File: src/rtl/cpu_pkg.sv
// rtl/cpu_pkg.sv - shared widths, fetch state enum and fetch queue entry type
package cpu_pkg;
    localparam int PC_W    = 16;
    localparam int INSTR_W = 32;

    typedef enum logic [1:0] {
        ST_IDLE   = 2'd0,
        ST_RUN    = 2'd1,
        ST_HALTED = 2'd2
    } fetch_state_e;

    typedef struct packed {
        logic [INSTR_W-1:0] instr;
        logic [PC_W-1:0]    pc;
    } fetch_entry_t;
endpackage

File: src/rtl/fetch_queue.sv
// rtl/fetch_queue.sv - 2-entry fetch FIFO with flush; slot 0 is always the registered head
module fetch_queue
    import cpu_pkg::*;
(
    input  logic         clk,
    input  logic         rst_n,
    input  logic         flush,
    input  logic         push,
    input  fetch_entry_t push_entry,
    input  logic         pop,
    output logic         full,
    output logic         empty,
    output logic         head_valid,
    output fetch_entry_t head_entry
);
    fetch_entry_t e0_q, e0_d, e1_q, e1_d;
    logic         v0_q, v0_d, v1_q, v1_d;

    // Shift organisation: slot 1 is only ever valid when slot 0 is.
    always_comb begin
        e0_d = e0_q;
        e1_d = e1_q;
        v0_d = v0_q;
        v1_d = v1_q;
        if (flush) begin
            v0_d = 1'b0;
            v1_d = 1'b0;
        end else begin
            if (pop) begin
                e0_d = e1_q;
                v0_d = v1_q;
                v1_d = 1'b0;
            end
            if (push) begin
                if (!v0_d) begin
                    e0_d = push_entry;
                    v0_d = 1'b1;
                end else begin
                    e1_d = push_entry;
                    v1_d = 1'b1;
                end
            end
        end
    end

    always_ff @(posedge clk or negedge rst_n) begin
        if (!rst_n) begin
            e0_q <= '0;
            e1_q <= '0;
            v0_q <= 1'b0;
            v1_q <= 1'b0;
        end else begin
            e0_q <= e0_d;
            e1_q <= e1_d;
            v0_q <= v0_d;
            v1_q <= v1_d;
        end
    end

    assign full       = v1_q;
    assign empty      = !v0_q;
    assign head_valid = v0_q;
    assign head_entry = e0_q;
endmodule

File: src/rtl/fetch_unit.sv
// rtl/fetch_unit.sv - instruction fetch FSM feeding decode through a 2-entry queue
// Optional FETCH_PERF_CNT_EN adds saturating fetch_cnt / stall_cnt outputs.
module fetch_unit
    import cpu_pkg::*;
#(
    parameter logic [15:0] RESET_PC = 16'h0000,
    parameter int          PC_STEP  = 2
) (
    input  logic               clk,
    input  logic               rst_n,
    input  logic               start,
    input  logic               halt,
    input  logic               redirect,
    input  logic [PC_W-1:0]    redirect_pc,
    output logic [PC_W-1:0]    imem_pc,
    input  logic [INSTR_W-1:0] imem_instr,
    output logic               dec_valid,
    input  logic               dec_ready,
    output logic [INSTR_W-1:0] dec_instr,
    output logic [PC_W-1:0]    dec_pc,
    output logic               busy
`ifdef FETCH_PERF_CNT_EN
    ,
    output logic [15:0]        fetch_cnt,
    output logic [15:0]        stall_cnt
`endif
);
    fetch_state_e    state_q, state_d;
    logic [PC_W-1:0] pc_q, pc_d;
    logic            q_full, q_empty, push, pop, want_fetch, stall;
    fetch_entry_t    head;

    // halt blocks the fetch in the same cycle so pc freezes where halt was seen
    assign want_fetch = (state_q == ST_RUN) && !halt && !redirect;
    assign pop        = !q_empty && dec_ready && !redirect;
    assign push       = want_fetch && (!q_full || pop);
    assign stall      = want_fetch && q_full && !pop;

    always_comb begin
        state_d = state_q;
        pc_d    = pc_q;
        if (redirect) begin
            pc_d = redirect_pc & ~PC_W'(1);
        end else begin
            if (push) begin
                pc_d = pc_q + PC_W'(PC_STEP);
            end
            case (state_q)
                ST_IDLE:   if (start) state_d = ST_RUN;
                ST_RUN:    if (halt) state_d = ST_HALTED;
                ST_HALTED: if (start && !halt) state_d = ST_RUN;
                default:   state_d = ST_IDLE;
            endcase
        end
    end

    always_ff @(posedge clk or negedge rst_n) begin
        if (!rst_n) begin
            state_q <= ST_IDLE;
            pc_q    <= RESET_PC;
        end else begin
            state_q <= state_d;
            pc_q    <= pc_d;
        end
    end

    fetch_queue u_queue (
        .clk        (clk),
        .rst_n      (rst_n),
        .flush      (redirect),
        .push       (push),
        .push_entry ('{instr: imem_instr, pc: pc_q}),
        .pop        (pop),
        .full       (q_full),
        .empty      (q_empty),
        .head_valid (dec_valid),
        .head_entry (head)
    );

    assign imem_pc   = pc_q;
    assign dec_instr = head.instr;
    assign dec_pc    = head.pc;
    assign busy      = (state_q == ST_RUN);

`ifdef FETCH_PERF_CNT_EN
    logic [15:0] fetch_cnt_q, fetch_cnt_d, stall_cnt_q, stall_cnt_d;

    always_comb begin
        fetch_cnt_d = fetch_cnt_q;
        stall_cnt_d = stall_cnt_q;
        if (push && fetch_cnt_q != 16'hFFFF) fetch_cnt_d = fetch_cnt_q + 16'd1;
        if (stall && stall_cnt_q != 16'hFFFF) stall_cnt_d = stall_cnt_q + 16'd1;
    end

    always_ff @(posedge clk or negedge rst_n) begin
        if (!rst_n) begin
            fetch_cnt_q <= '0;
            stall_cnt_q <= '0;
        end else begin
            fetch_cnt_q <= fetch_cnt_d;
            stall_cnt_q <= stall_cnt_d;
        end
    end

    assign fetch_cnt = fetch_cnt_q;
    assign stall_cnt = stall_cnt_q;
`else
    logic unused_stall;
    assign unused_stall = stall;
`endif
endmodule

File: config.mk
export PLATFORM = sky130hd
export DESIGN_NAME = fetch_unit
export DESIGN_NICKNAME = d
export VERILOG_FILES = /design/src/rtl/cpu_pkg.sv /design/src/rtl/fetch_queue.sv /design/src/rtl/fetch_unit.sv
export SDC_FILE = /design/constraint.sdc
export NUM_CORES = 1
export LEC_CHECK = 0
export CAP_MARGIN = 20
export CORE_ASPECT_RATIO = 0.8
export CORE_MARGIN = 10
export CORE_UTILIZATION = 49
export CTS_CLUSTER_DIAMETER = 100
export CTS_CLUSTER_SIZE = 30
export DETAILED_ROUTE_END_ITERATION = 8
export HOLD_SLACK_MARGIN = 0.12
export PLACE_DENSITY = 0.8
export SLEW_MARGIN = 40
export SYNTH_ARGS = -nofsm -noshare
export SYNTH_HDL_FRONTEND = slang
export SYNTH_SLANG_ARGS = --single-unit
File: constraint.sdc
create_clock -name clk -period 2.51 [get_ports clk]
set_input_delay 0.3765 -clock clk [delete_from_list [all_inputs] [get_ports clk]]
set_output_delay 0.3765 -clock clk [all_outputs]
set_load 0.01 [all_outputs]
Clock distribution:
Scale bar: 50 µm.
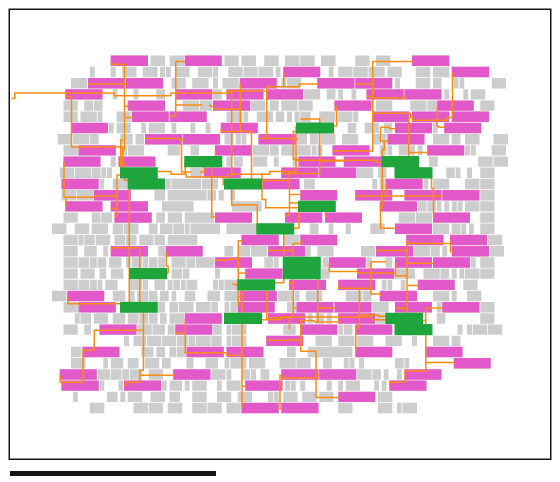
legend:
  flip-flops:
    color: magenta
    count: 114
  clock wires:
    color: orange
    length: 1390 µm
  clock drivers:
    color: green
    count: 17
routed clock nets: 18
flops lie: widely spread

Ports around the boundary:
Pins as bars across the die edge, other pins in gray.
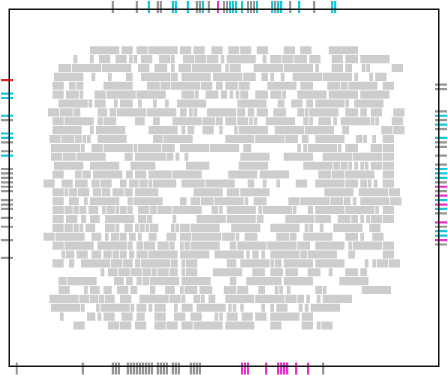
legend:
  imem_instr:
    color: cyan
    pins: 32
    direction: input
    edge: 16 top, 10 right, 6 left
  dec_pc:
    color: magenta
    pins: 16
    direction: output
    edge: 10 bottom, 5 right, 1 top
  clk:
    color: red
    pins: 1
    direction: input
    edge: left
all pins by edge: 36 bottom, 32 top, 29 right, 23 left
die width: 131.1 µm
port bufs: 117
die height: 108.9 µm

M4 wires:
Cells faint in the background.
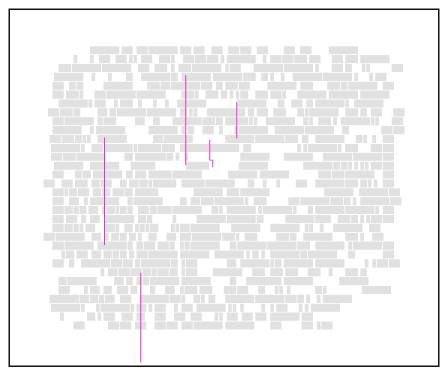
main direction: vertical
wire length on this layer: 107 µm
longest straight run: 32.6 µm
share of all routed wire: 0.82%
nets with wire on the layer: 3
DR vias: 3914
final wirelength: 13000 µm

Sequential cells grouped by signal name:
Other sequential cells in the stronger gray, the rest of the logic in the fainter gray.
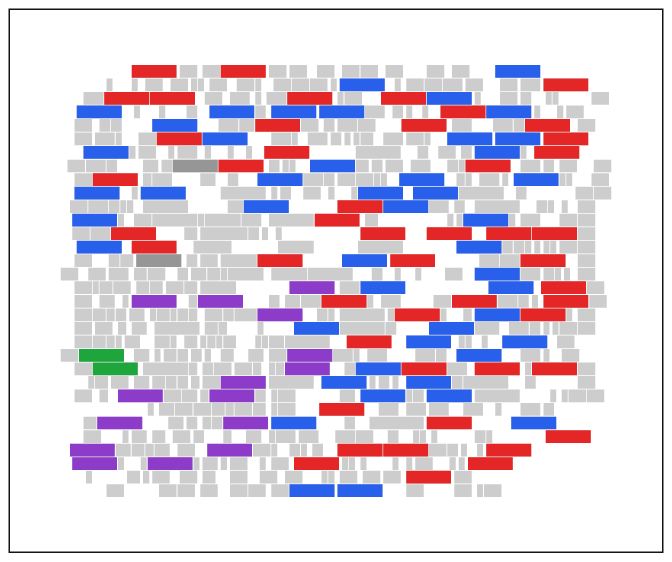
legend:
  u_queue.head_entry:
    color: red
    flops: 48
    where: widely spread
  u_queue.e1_q:
    color: blue
    flops: 47
  imem_pc:
    color: purple
    flops: 15
  state_q:
    color: green
    flops: 2
Sequential Power: 0.00299 W
post-layout util: 71.08%

Congestion heat map:
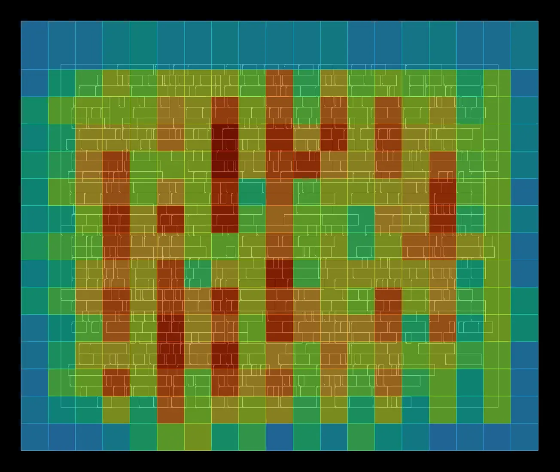
grt met2 use: 30.12%
GR Util met1: 22.40%
Avg WL per Cell: 18.23 µm
met3 GRT Util: 5.974%

==> impl_metrics.env <==
# implementation run metrics
export IMPL_p_per_area_nw_per_um2=1101
export IMPL_crit_top_cell="o21ai_0"
export IMPL_syn_area_um2=4840
export IMPL_ys_cells=440
export IMPL_synth_cell_types=48
export IMPL_ff_type="dfrtp_1"
export IMPL_antenna_left=0
export IMPL_first_global_vias=4095
export IMPL_worstSetupStartpointType="flip-flop"
export IMPL_drive_gt1_share_pct=17.68
export IMPL_hold_violations=0
export IMPL_viasPerCell=5.489
export IMPL_ff2ff_path_depth=5
export IMPL_cts_tree="done"
export IMPL_switchingPower_w=0.002320
export IMPL_final_nets=619
export IMPL_clock_sinks=114
export IMPL_clkPwrFrac_pct=30.1
export IMPL_max_freq_ghz=0.4473
export IMPL_tns_ns=0
export IMPL_min_period_ns=2.236
export IMPL_leakage_nw=2.936
export IMPL_postSynthSeqShare_pct=58.95
export IMPL_wl_met1_um=5673
export IMPL_dpl_hpwl_um=8937
export IMPL_p_seq_share_pct=39.6
export IMPL_path_class="reg -> reg"
export IMPL_yosys_area_um2=4840
export IMPL_ctsHoldBuffers=1
export IMPL_place_ws_ns=-0.06430
export IMPL_clk_power_w=0.00228
export IMPL_ctsResizeCount=0
export IMPL_syn_nets=495
export IMPL_final_cell_mix="clkdlybuf4s50_1, dfrtp_1, nor2_1, mux2_2, o22ai_1"
export IMPL_grt_pass1_wl_um=21050
export IMPL_n_fill_cell=712
export IMPL_tightest_slew_ns=0.4934
export IMPL_period_used_pct=89.07
export IMPL_startpoint="state_q[1]"
export IMPL_path_cells="or4b_1 -> buf_4 -> o21ai_0 -> o21ai_0 -> a221o_1"
export IMPL_num_antenna_cells=0
export IMPL_drtPass1Iterations=4
export IMPL_outcome="finished, final reports clean"
export IMPL_topCellsByArea="dfrtp_1, mux2_2, nor2_1, o22ai_1, clkbuf_1"
export IMPL_track_usage_pct=18.08
export IMPL_wl_met2_um=6441
export IMPL_hold_class="in -> async"
export IMPL_cpPeakStageDelay_ns=0.58
export IMPL_netlist_instances=440
export IMPL_tool_warnings=27
export IMPL_arrival_ns=2.51
export IMPL_io_pin_count=120
export IMPL_post_cts_setup_buffers=0
export IMPL_yosysTopAreaCellShare_pct=58.95
export IMPL_setup_violations=0
export IMPL_slew_headroom_pct=66.26
export IMPL_cts_htree_levels=4
export IMPL_drv_cap=0
export IMPL_r2r_start="state_q[1]"
export IMPL_drt_iter0_markers=310
export IMPL_fp_util_pct=50.16
export IMPL_clockRootBuffer="clkbuf_16"
export IMPL_clkTransAtPathRegs_ns=0.06
export IMPL_syn_area_per_cell_um2=11.00
export IMPL_crit_path_max_fanout=6
export IMPL_power_internal_w=0.005232
export IMPL_end_kind="flip-flop"
export IMPL_combPwrFrac_pct=30.3
export IMPL_ys_warnings_count=0
export IMPL_clockBufferDepth=2
export IMPL_power_group_top="registers"
export IMPL_swShare_pct=30.73
export IMPL_rsz0062_at_grt="no"
export IMPL_finClkSkew_ns=0.007307
export IMPL_busiest_layer="met2"
export IMPL_peakVddDrop_v=0.0006482
export IMPL_slew_violations=0
export IMPL_wl_met3_um=777
export IMPL_numSynthFlops=114
export IMPL_most_common_cell="dfrtp_1"
export IMPL_core_um2=9649
export IMPL_num_rows=32
export IMPL_crit_required_ns=2.79
export IMPL_antenna_found_initial=0
export IMPL_die_area_um2=14280
export IMPL_gp_congestion=0.9243
export IMPL_grt_max_degree=61
export IMPL_drc=0
export IMPL_worst_slack_ns=0.2744
export IMPL_pg_comb_w=0.00229
export IMPL_grt_overflow=0
export IMPL_top_area_cell="dfrtp_1"
export IMPL_ys_top_cells_by_count="dfrtp_1, nor2_1, mux2_2, o22ai_1, clkbuf_1"
export IMPL_cts_inserted_buffers=17
export IMPL_layout_top_cell="clkdlybuf4s50_1"
export IMPL_async_flop_share_pct=100.0
export IMPL_top_layer_used="met4"
export IMPL_edf_count=0
export IMPL_critPathSlowestCell="or4b_1"
export IMPL_synthToLayoutAreaGrowth_pct=41.73
export IMPL_clock_latency_ns=0.40
sequential cells by signal, indices dropped and copies added (netlist names):
name	count
u_queue.full	1
u_queue.e1_q	47
state_q	2
imem_pc	15
u_queue.head_valid	1
u_queue.head_entry	48
worst paths after layout:
| check | endpoint | slack [ns] |
|---|---|---|
| min in group clk | u_queue.head_entry[29] | 0.51 |
| max in group asynchronous | u_queue.head_entry[18] | 1.32 |
| worst min-delay path | u_queue.e1_q[22] | 0.49 |
| worst max-delay path | imem_pc[8] | 0.27 |
| worst max register to register | imem_pc[8] | 0.27 |
| worst min register to register | u_queue.head_entry[29] | 0.51 |
cells by family after synthesis:
logic type / synth area share (%)
AOI/OAI and AO/OA: 12.18
xor gates and xnor gates: 0.3620
adders and majority gates: 0.2585
buffers and inverters: 3.309
DFF: 58.95
muxes: 11.38
other: 0.07749
and+or+nand+nor: 13.50
through the flow:
stage	power, W	instances	cell area, µm²	hold slack [ns]	util [%]
floorplan	0.003979	440	4840	0.08091	-
global placement	0.005200	680	6280	0.3131	65.08
detailed placement	0.005323	680	6280	0.3206	65.08
CTS	0.007624	713	6859	0.4907	71.08
global route	0.007975	713	6859	0.4869	71.08
finish	0.007552	713	6859	0.4945	71.08
final cells by class:
| class | instances | area [µm²] | area share, % |
|---|---|---|---|
| Clock inverter | 14 | 130.1 | 1.897 |
| Inverter | 8 | 30.03 | 0.4378 |
| Sequential cell | 114 | 2853 | 41.59 |
| Tap cell | 136 | 170.2 | 2.481 |
| Timing Repair Buffer | 134 | 1374 | 20.03 |
| Multi-Input combinational cell | 289 | 1863 | 27.16 |
| Clock buffer | 18 | 439.2 | 6.403 |
critical path: cells and delay by family, from the launching register on:
family	cells	cell delay, ns
AOI/OAI and AO/OA	3	0.93
and+or+nand+nor	1	0.58
DFF	1	0.41
buffers and inverters	1	0.19
Power and IR drop assume default switching activity.
